[src/rtl/prog_mem_sequencer.sv]
// prog_mem_sequencer: streams host images into shared memory, dumps them back, and supervises CPU runs
module prog_mem_sequencer #(
  parameter int DATA_W = 16,
  parameter int ADDR_W = 16,
  parameter int RD_LAT = 1,
  parameter int CNT_W = 32,
  parameter int MAX_CYCLES = 4096
) (
  input  logic              clk,
  input  logic              rst,
  input  logic              cmd_valid,
  output logic              cmd_ready,
  input  logic [1:0]        cmd_op,
  input  logic [ADDR_W-1:0] cmd_base,
  input  logic [ADDR_W-1:0] cmd_len,
  input  logic              abort,
  input  logic              wr_valid,
  output logic              wr_ready,
  input  logic [DATA_W-1:0] wr_data,
  output logic              rd_valid,
  input  logic              rd_ready,
  output logic [DATA_W-1:0] rd_data,
  output logic [ADDR_W-1:0] rd_addr,
  input  logic [DATA_W-1:0] mem_rdata,
  output logic [ADDR_W-1:0] Ext_Mem_Addr,
  output logic [DATA_W-1:0] Ext_MemW_Data,
  output logic              Mem_Addr_Sel,
  output logic              MemW_Data_Sel,
  output logic              MemW_en,
  output logic              cpu_run,
  input  logic              cpu_halt,
  output logic [CNT_W-1:0]  cycle_count,
  output logic              done,
  output logic [1:0]        status
);
  typedef enum logic [2:0] {IDLE, LOAD, DUMP_ADDR, DUMP_WAIT, DUMP_OUT, RUN} state_t;
  state_t state, next;
  logic [ADDR_W-1:0] base, len, idx, cur_addr, idx_inc, wa;
  logic [DATA_W-1:0] wd;
  logic [2:0] wcnt;
  logic we, accept, wr_hs, rd_hs, tmo_hit, quit, done_n, dump_phase;
  logic [1:0] status_n;
  assign accept = cmd_valid & cmd_ready;
  assign wr_hs = wr_valid & wr_ready;
  assign rd_hs = rd_valid & rd_ready;
  assign cur_addr = base + idx;
  assign idx_inc = idx + ADDR_W'(1);
  assign tmo_hit = cycle_count == CNT_W'(MAX_CYCLES - 1);
  assign quit = abort & (state != IDLE);
  assign done_n = (next == IDLE) & ((state != IDLE) | accept);
  assign status_n = quit ? 2'b11 : state == RUN ? (cpu_halt ? 2'b01 : 2'b10) : 2'b00;
  always_ff @(posedge clk or posedge rst)
    if (rst) state <= IDLE;
    else state <= next;
  always_comb begin
    next = state;
    case (state)
      IDLE: if (accept) next = (cmd_op == 2'b11 || (cmd_op != 2'b10 && cmd_len == '0)) ? IDLE :
                               cmd_op == 2'b00 ? LOAD : cmd_op == 2'b01 ? DUMP_ADDR : RUN;
      LOAD: next = idx == len ? IDLE : LOAD;
      DUMP_ADDR: next = DUMP_WAIT;
      DUMP_WAIT: next = wcnt == 3'(RD_LAT - 1) ? DUMP_OUT : DUMP_WAIT;
      DUMP_OUT: next = !rd_hs ? DUMP_OUT : idx_inc == len ? IDLE : DUMP_ADDR;
      RUN: next = (cpu_halt | tmo_hit) ? IDLE : RUN;
      default: next = IDLE;
    endcase
    if (quit) next = IDLE;
  end
  always_comb begin
    dump_phase = state == DUMP_ADDR || state == DUMP_WAIT;
    cmd_ready = state == IDLE && !done;
    wr_ready = state == LOAD && idx < len && !abort;
    rd_valid = state == DUMP_OUT;
    cpu_run = state == RUN;
    MemW_en = we;
    MemW_Data_Sel = we;
    Mem_Addr_Sel = we | dump_phase;
    Ext_Mem_Addr = we ? wa : dump_phase ? cur_addr : '0;
    Ext_MemW_Data = we ? wd : '0;
  end
  always_ff @(posedge clk or posedge rst)
    if (rst) begin
      base <= '0;
      len <= '0;
      idx <= '0;
      wcnt <= '0;
      we <= 1'b0;
      wa <= '0;
      wd <= '0;
      rd_data <= '0;
      rd_addr <= '0;
      cycle_count <= '0;
      done <= 1'b0;
      status <= 2'b00;
    end else begin
      done <= done_n;
      we <= wr_hs;
      wcnt <= state == DUMP_WAIT ? wcnt + 3'd1 : 3'd0;
      status <= done_n ? status_n : accept ? 2'b00 : status;
      if (wr_hs) begin
        wa <= cur_addr;
        wd <= wr_data;
      end
      if (accept) begin
        base <= cmd_base;
        len <= cmd_len;
        idx <= '0;
      end else if (wr_hs || rd_hs) idx <= idx_inc;
      if (state == DUMP_WAIT && next == DUMP_OUT) begin
        rd_data <= mem_rdata;
        rd_addr <= cur_addr;
      end
      if (accept && cmd_op == 2'b10) cycle_count <= '0;
      else if (state == RUN) cycle_count <= cycle_count + CNT_W'(1);
    end
endmodule
[config.mk]
export PLATFORM = sky130hd
export DESIGN_NAME = prog_mem_sequencer
export DESIGN_NICKNAME = d
export VERILOG_FILES = /design/src/rtl/prog_mem_sequencer.sv
export SDC_FILE = /design/constraint.sdc
export NUM_CORES = 1
export LEC_CHECK = 0
export ABC_AREA = 1
export CAP_MARGIN = 20
export CORE_MARGIN = 8
export CORE_UTILIZATION = 52
export DETAILED_ROUTE_END_ITERATION = 12
export PLACE_DENSITY_LB_ADDON = 0.3
export SLEW_MARGIN = 40
export SYNTH_ARGS = -nofsm -noshare
export SYNTH_HDL_FRONTEND = slang
export SYNTH_SLANG_ARGS = --single-unit
[constraint.sdc]
create_clock -name clk -period 6.5 [get_ports clk]
set_input_delay 1.3 -clock clk [delete_from_list [all_inputs] [get_ports clk]]
set_output_delay 1.3 -clock clk [all_outputs]
set_load 0.02 [all_outputs]
**Run 1: clock wiring as the flow saved it**

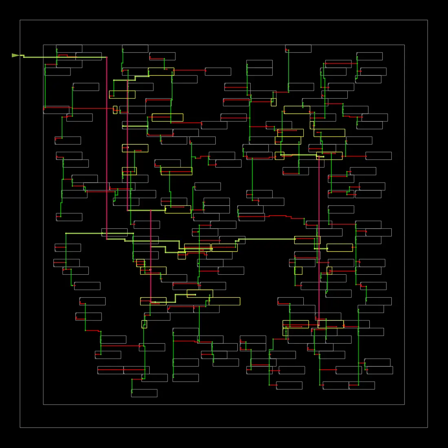
worst-skew pair later-pin latency: 420 ps
CTS buffer count: 17
TritonCTS sink count: 154
P_clk: 1.04 mW

**Run 1: port wiring**

Scale bar: 50 µm.
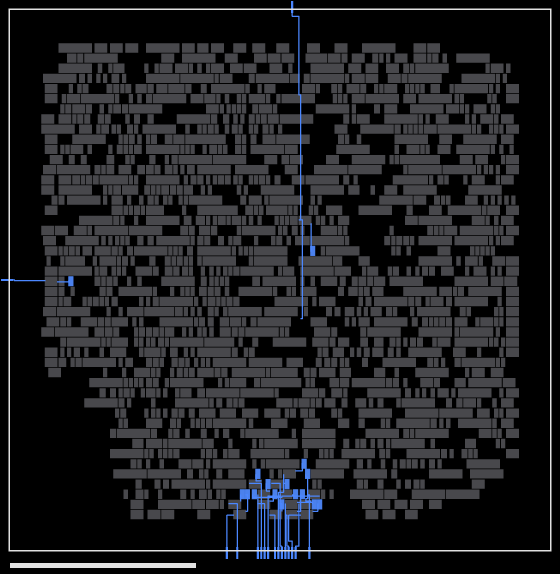
Key: blue = cmd_base [direction input, edge 14 south, 1 west, 1 north, end cells 16, buffers 16, wire 378 µm]

==> Changelog: implementation, run 1 <==
## Implementation

* Outcome: completed
* Comb gates at 798
* Synth top cell by count: nand2_1
* CTS tree: built
* Mapped Area at 8630 µm²
* Synth cell count leaders: 343 x nand2_1, 154 x dfrtp_1, 119 x inv_1
* Layout cell share with drive strength beyond 1 at 5.48%
* GR Overflow Total at 0
* Req. time, crit path at 5200 ps
* Post-route setup slack at 1740 ps
* Core region area at 16,400 µm²
* CP Capture Point: Ext_Mem_Addr[14]
* Final hold vios at 0
* Reg area at 3850 µm²
* CTS Hold Buffers Added at 0
* Initial DRC Count at 577
* Dpl hpwl at 17,200 µm
* GRT Overall Usage at 22.7%
* Worst reg2reg startpoint: idx[2]
* Worst hold start: wcnt[0]
* Log Warnings at 30
* Global-route wire length before repair at 37,800 µm
* Die area at 21,000 µm²
* Static Leakage at 5.28 nW
* Fill cell count at 1,357
* Worst slew pin tran at 708 ps
* Worst path buffer plus inverter count at 2
* XOR-XNOR Cells, Area Fraction at 3.67%
* Post-synthesis cell count from yosys at 1,117
* Initial antenna violation count at 0
* Simple-gate share of the synthesized area at 28.2%
* Logic inverters at 129
* Worst rel slew slack at 52.7%
* Cell family with most CP delay: buffers and inverters
* Via count at 8,043
* Final core utilization at 68.0%
* Data buffer area share at 16.3%
* Crit end category: output port
* Max Cap Viol at 0
* Slowest cell on crit path: clkdlybuf4s50_1
* Die Height at 145 µm
* CLK BUF at 20
* Hold depth at 1
* Worst Setup SP: idx[0]
* HP Class: reg2reg
* Worst r2r dst: wa[14]
* Number of inserted diodes at 1
* Logic area at 4090 µm²
* Post-CTS Setup Repair Bufs at 0
* Flip-flops with a built-in enable at 0
* Syn Nets at 1,226
* Dpl ws at 2180 ps
* YS chip area at 8630 µm²
* RSZ-0062 raised after global routing: no
* CP Max Fanout at 4
* Top cell area share at 44.7%
* RePlAce Congestion at 0.933
* Vias in the first global route at 7,678
* Worst Hold Path EP: wcnt[0]
* Gate Count Post-Synth at 1,117
* Ys Warns at 0
* Fin nets at 1,392
* R2R setup slack at 3420 ps
* Synth top area cells: dfrtp_1 45%, nand2_1 15%, inv_1 5.2%, ha_1 5.1%, o21ai_0 4.6%
* Worst-path clk slew at 60 ps
* Mux share at 0%
* Startpoint class of the critical path: flop
* Drt total wl at 23,400 µm
* Max Root-Sink Buffers at 2
* Logic share of the area at 36.6%
* Max rail drop VDD at 0.272 mV
* Pwr per Cell Area at 433 nW/µm²
* Non-clock buffers at 183
* Setup CP Type: reg2out
* Root Buffer: clkbuf_16
* Async S/R FF share, synth at 100%
* Arr. time, crit path at 3460 ps
* Adder-Cell Fraction of Synth Area at 5.31%
* Complex Gates by Area at 10.1%
**Run 1: signal wires by layer**

Only two layers are drawn.
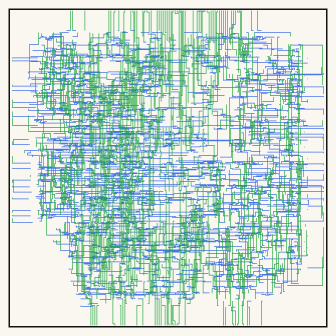
Key: blue = M1 [wire length 10,300 µm]; green = M2 [wire length 11,200 µm]

**Run 1: register map, names as in the netlist**

Scale bar: 50 µm. Other sequential cells in the stronger gray, the rest of the logic in the fainter gray.
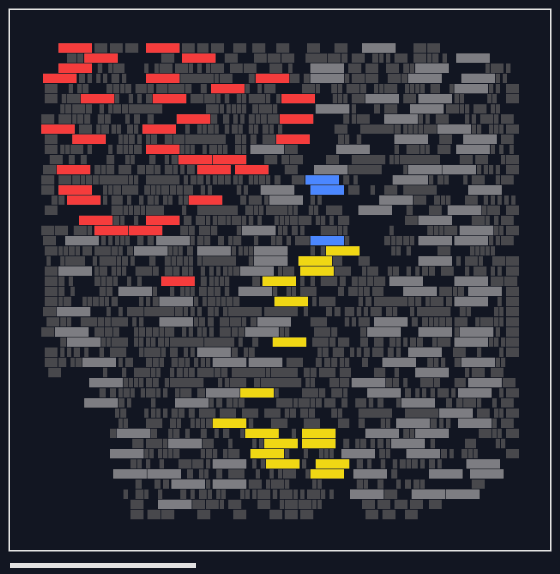
Key: red = cycle_count [flops 32]; blue = wcnt [flops 3]; yellow = base [flops 16]

run 1: state kept, by name, indices dropped and copies added (netlist names):
| signal | count |
|---|---|
| state | 3 |
| MemW_Data_Sel | 1 |
| cycle_count | 32 |
| rd_data | 16 |
| len | 16 |
| status | 2 |
| idx | 16 |
| done | 1 |
| wd | 16 |
| rd_addr | 16 |
| base | 16 |
| wa | 16 |
| wcnt | 3 |
run 1: where the power goes:
| part | internal (mW) | leakage [nW] | switching (mW) | total [mW] |
|---|---|---|---|---|
| clock | 0.651 | 0.296 | 0.389 | 1.04 |
| sequential | 1.29 | 2.03 | 0.305 | 1.60 |
| combinational | 0.857 | 2.95 | 1.34 | 2.20 |
| total | 2.80 | 5.28 | 2.04 | 4.83 |
run 1: routing by layer:
layer  routed length (µm)  GRT usage (%)  share of wire (%)  vias to the layer above
li1                     -              -                  -                     3957
met5                    0              0                  0                        -
met4                  369           7.06                1.6                        0
met1                10300           30.0                 44                     3783
met2                11200           37.6                 48                      277
met3                 1550           3.61                6.6                       26
run 1: placed cells by master, fill, tap and decap left out, types with 5 or more instances in the layout:
master,instances
nand3_1,74
clkbuf_16,17
nand2_1,342
o21ai_0,80
nor3_1,20
nor2_1,82
nor4_1,8
dfrtp_1,153
ha_1,35
a21oi_1,43
inv_2,9
o21ai_1,19
xor2_1,24
nor2_2,5
nand4_1,18
xnor2_1,7
inv_1,118
clkdlybuf4s50_1,178
buf_4,5
run 1: through the flow:
stage,cell area [µm²],std cells,power (mW)
floorplan,8630,1117,3.03
global placement,10500,1484,3.75
detailed placement,10500,1484,3.80
CTS,11100,1516,4.85
global route,11200,1516,5.19
finish,11200,1517,4.83
--- run 2 (diff from run 1) ---
==> constraint.sdc (replaced) <==
create_clock -name clk -period 4.75 [get_ports clk]
set_input_delay 0.95 -clock clk [delete_from_list [all_inputs] [get_ports clk]]
set_output_delay 0.95 -clock clk [all_outputs]
set_load 0.02 [all_outputs]
**Run 2: register map, names as in the netlist**

Scale bar: 50 µm. Other sequential cells in the stronger gray, the rest of the logic in the fainter gray.
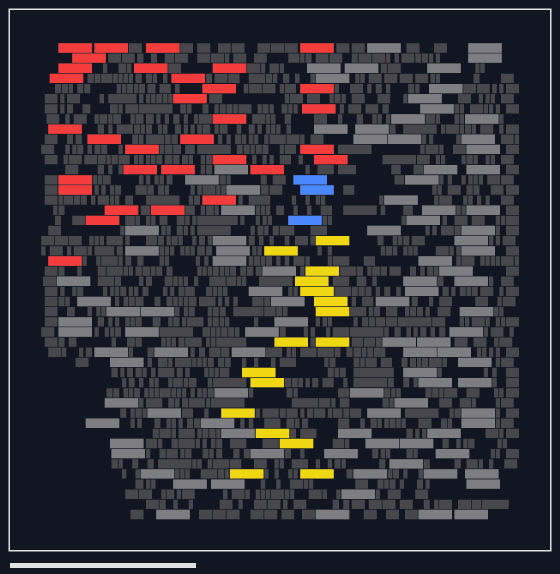
Key: red = cycle_count [flops 32]; yellow = base [flops 16]; blue = wcnt [flops 3]
Another 103 sequential cells are not colored.

==> Changelog: implementation, run 2 <==
## Implementation

* Dominant logic cell types in the final layout: 342 x nand2_1, 178 x clkdlybuf4s50_1, 154 x dfrtp_1
* Combinational share of power at 46.5%
* Final Cell Area at 11,200 µm²
* Setup CP Type: reg2out
* Int Pwr at 3.74 mW
* Hold depth at 1
* YS chip area at 8630 µm²
* CP Capture Point: Ext_Mem_Addr[14]
* Req. time, crit path at 3800 ps
* TNS Setup at 0 ps
* Tcrit/Tclk final at 91.6%
* CP max stage delay at 650 ps
* Die area at 21,000 µm²
* FP Rows at 47
* Fin nets at 1,395
* Worst reg2reg startpoint: idx[2]
* Non-clock buffers at 186
* CTS tree: built
* Post-Synthesis Mean Instance Area at 7.73 µm²
* Core region area at 16,400 µm²
* Gate Count Post-Synth at 1,117
* Initial DRC Count at 503
* Root Buffer: clkbuf_16
* Synth cell count leaders: 343 x nand2_1, 154 x dfrtp_1, 119 x inv_1
* Vias in the first global route at 7,578
* Worst R2R Path Depth at 10
* Initial Util at 52.6%
* Syn Nets at 1,226
* Cts repair resizes at 0
* Switching power at 2.80 mW
* Synth top cell by count: nand2_1
* CTS buffer count at 17
* Number of inserted diodes at 0
* Largest register FFs at 32
* Layout cell share with drive strength beyond 1 at 5.85%
* Switching Share at 42.8%
* CTS Hold Buffers Added at 0
* Worst Setup SP: idx[0]
* Sequential Power Share at 32.9%
* TritonCTS sink count at 154
* Logic area at 4090 µm²
* Initial antenna violation count at 0
* Max Root-Sink Buffers at 2
* Outcome: completed
* Data buffer area share at 16.6%
* Worst r2r dst: wa[14]
* Post-CTS Setup Repair Bufs at 0
* CLK BUF at 19
* Mapped Area at 8630 µm²
* Post-synthesis cell count from yosys at 1,117
* Worst-skew pair later-pin latency at 420 ps
* RSZ-0062 raised after global routing: no
* Max Cap Viol at 0
* Async S/R FF share, synth at 100%
* Pwr per Cell Area at 586 nW/µm²
* Max rail drop VDD at 0.335 mV
* Via count at 7,979
* Post-place instance area at 10,600 µm²
* Fill cell count at 1,342
* Top cell area share at 44.7%
* Reg area at 3850 µm²
* Worst hold start: wcnt[0]
* Drt total wl at 23,100 µm
* Ys Warns at 0
* GR Overflow Total at 0
* Worst-path clk slew at 60 ps
* Synth top area cells: dfrtp_1 45%, nand2_1 15%, inv_1 5.2%, ha_1 5.1%, o21ai_0 4.6%
* RePlAce Congestion at 0.890
* Final hold vios at 0
* Die Height at 145 µm
* Arr. time, crit path at 3400 ps
* Logic inverters at 129
* Clock power share at 20.6%
* Crit end category: output port
* Global-route wire length before repair at 37,500 µm
* Worst Hold Path EP: wcnt[0]
* Num sequential at 154
* CP Max Fanout at 4
* Worst slew pin tran at 719 ps
* GRT Overall Usage at 22.5%
* Static Leakage at 5.27 nW
* Startpoint class of the critical path: flop
* Dpl hpwl at 17,100 µm
* HP Class: reg2reg
* R2R setup slack at 1640 ps
* Flip-flops with a built-in enable at 0
* Largest Register: cycle_count
[run 2: kinds of logic (layout without fill, tap and decap cells)]
group	after synthesis	count (layout)	share of synthesized area [%]
xor+xnor	33	33	3.67
compound gates	162	162	10.1
simple gates	567	567	28.2
buf+inv	165	347	8.02
flops	154	154	44.7
fa+ha+maj	36	36	5.31
[run 2: power by group through the flow]
stage | combinational [mW] | clock (mW) | sequential [mW]
4_1_cts | 3.05 | 1.37 | 2.14
3_5_place_dp | 3.02 | 0 | 2.16
5_1_grt | 3.41 | 1.42 | 2.21
6_report | 3.04 | 1.35 | 2.15
2_1_floorplan | 1.92 | 0 | 2.22
3_3_place_gp | 2.97 | 0 | 2.14
[run 2: through the flow]
| step | total power, mW | cells | utilization, % | setup WS (ps) | hold slack, ps |
|---|---|---|---|---|---|
| 6_report | 6.54 | 1519 | 68.0 | 397 | 460 |
| 5_1_grt | 7.05 | 1519 | 68.0 | 66.7 | 477 |
| 4_1_cts | 6.56 | 1519 | 68.0 | 361 | 466 |
| 3_5_place_dp | 5.18 | 1487 | 64.4 | 825 | 458 |
| 3_3_place_gp | 5.11 | 1487 | 64.4 | 852 | 449 |
| 2_1_floorplan | 4.14 | 1117 | - | 1570 | 428 |
[run 2: layer usage]
layer	up-vias	part of all wire [%]	track usage, %
li1	3968	-	-
met1	3704	45	30.1
met2	275	46	36.2
met3	32	6.7	3.74
met4	0	2.1	8.27
met5	-	0	0
[run 2: worst max-delay path, delay by kind of cell, from the launching register on]
kind,cells,cell delay (ps)
buf+inv,2,720
compound gates,3,610
fa+ha+maj,2,610
simple gates,4,410
flops,1,390
xor+xnor,1,230
Power figures rest on the tool's default switching activity, not on a simulated workload.
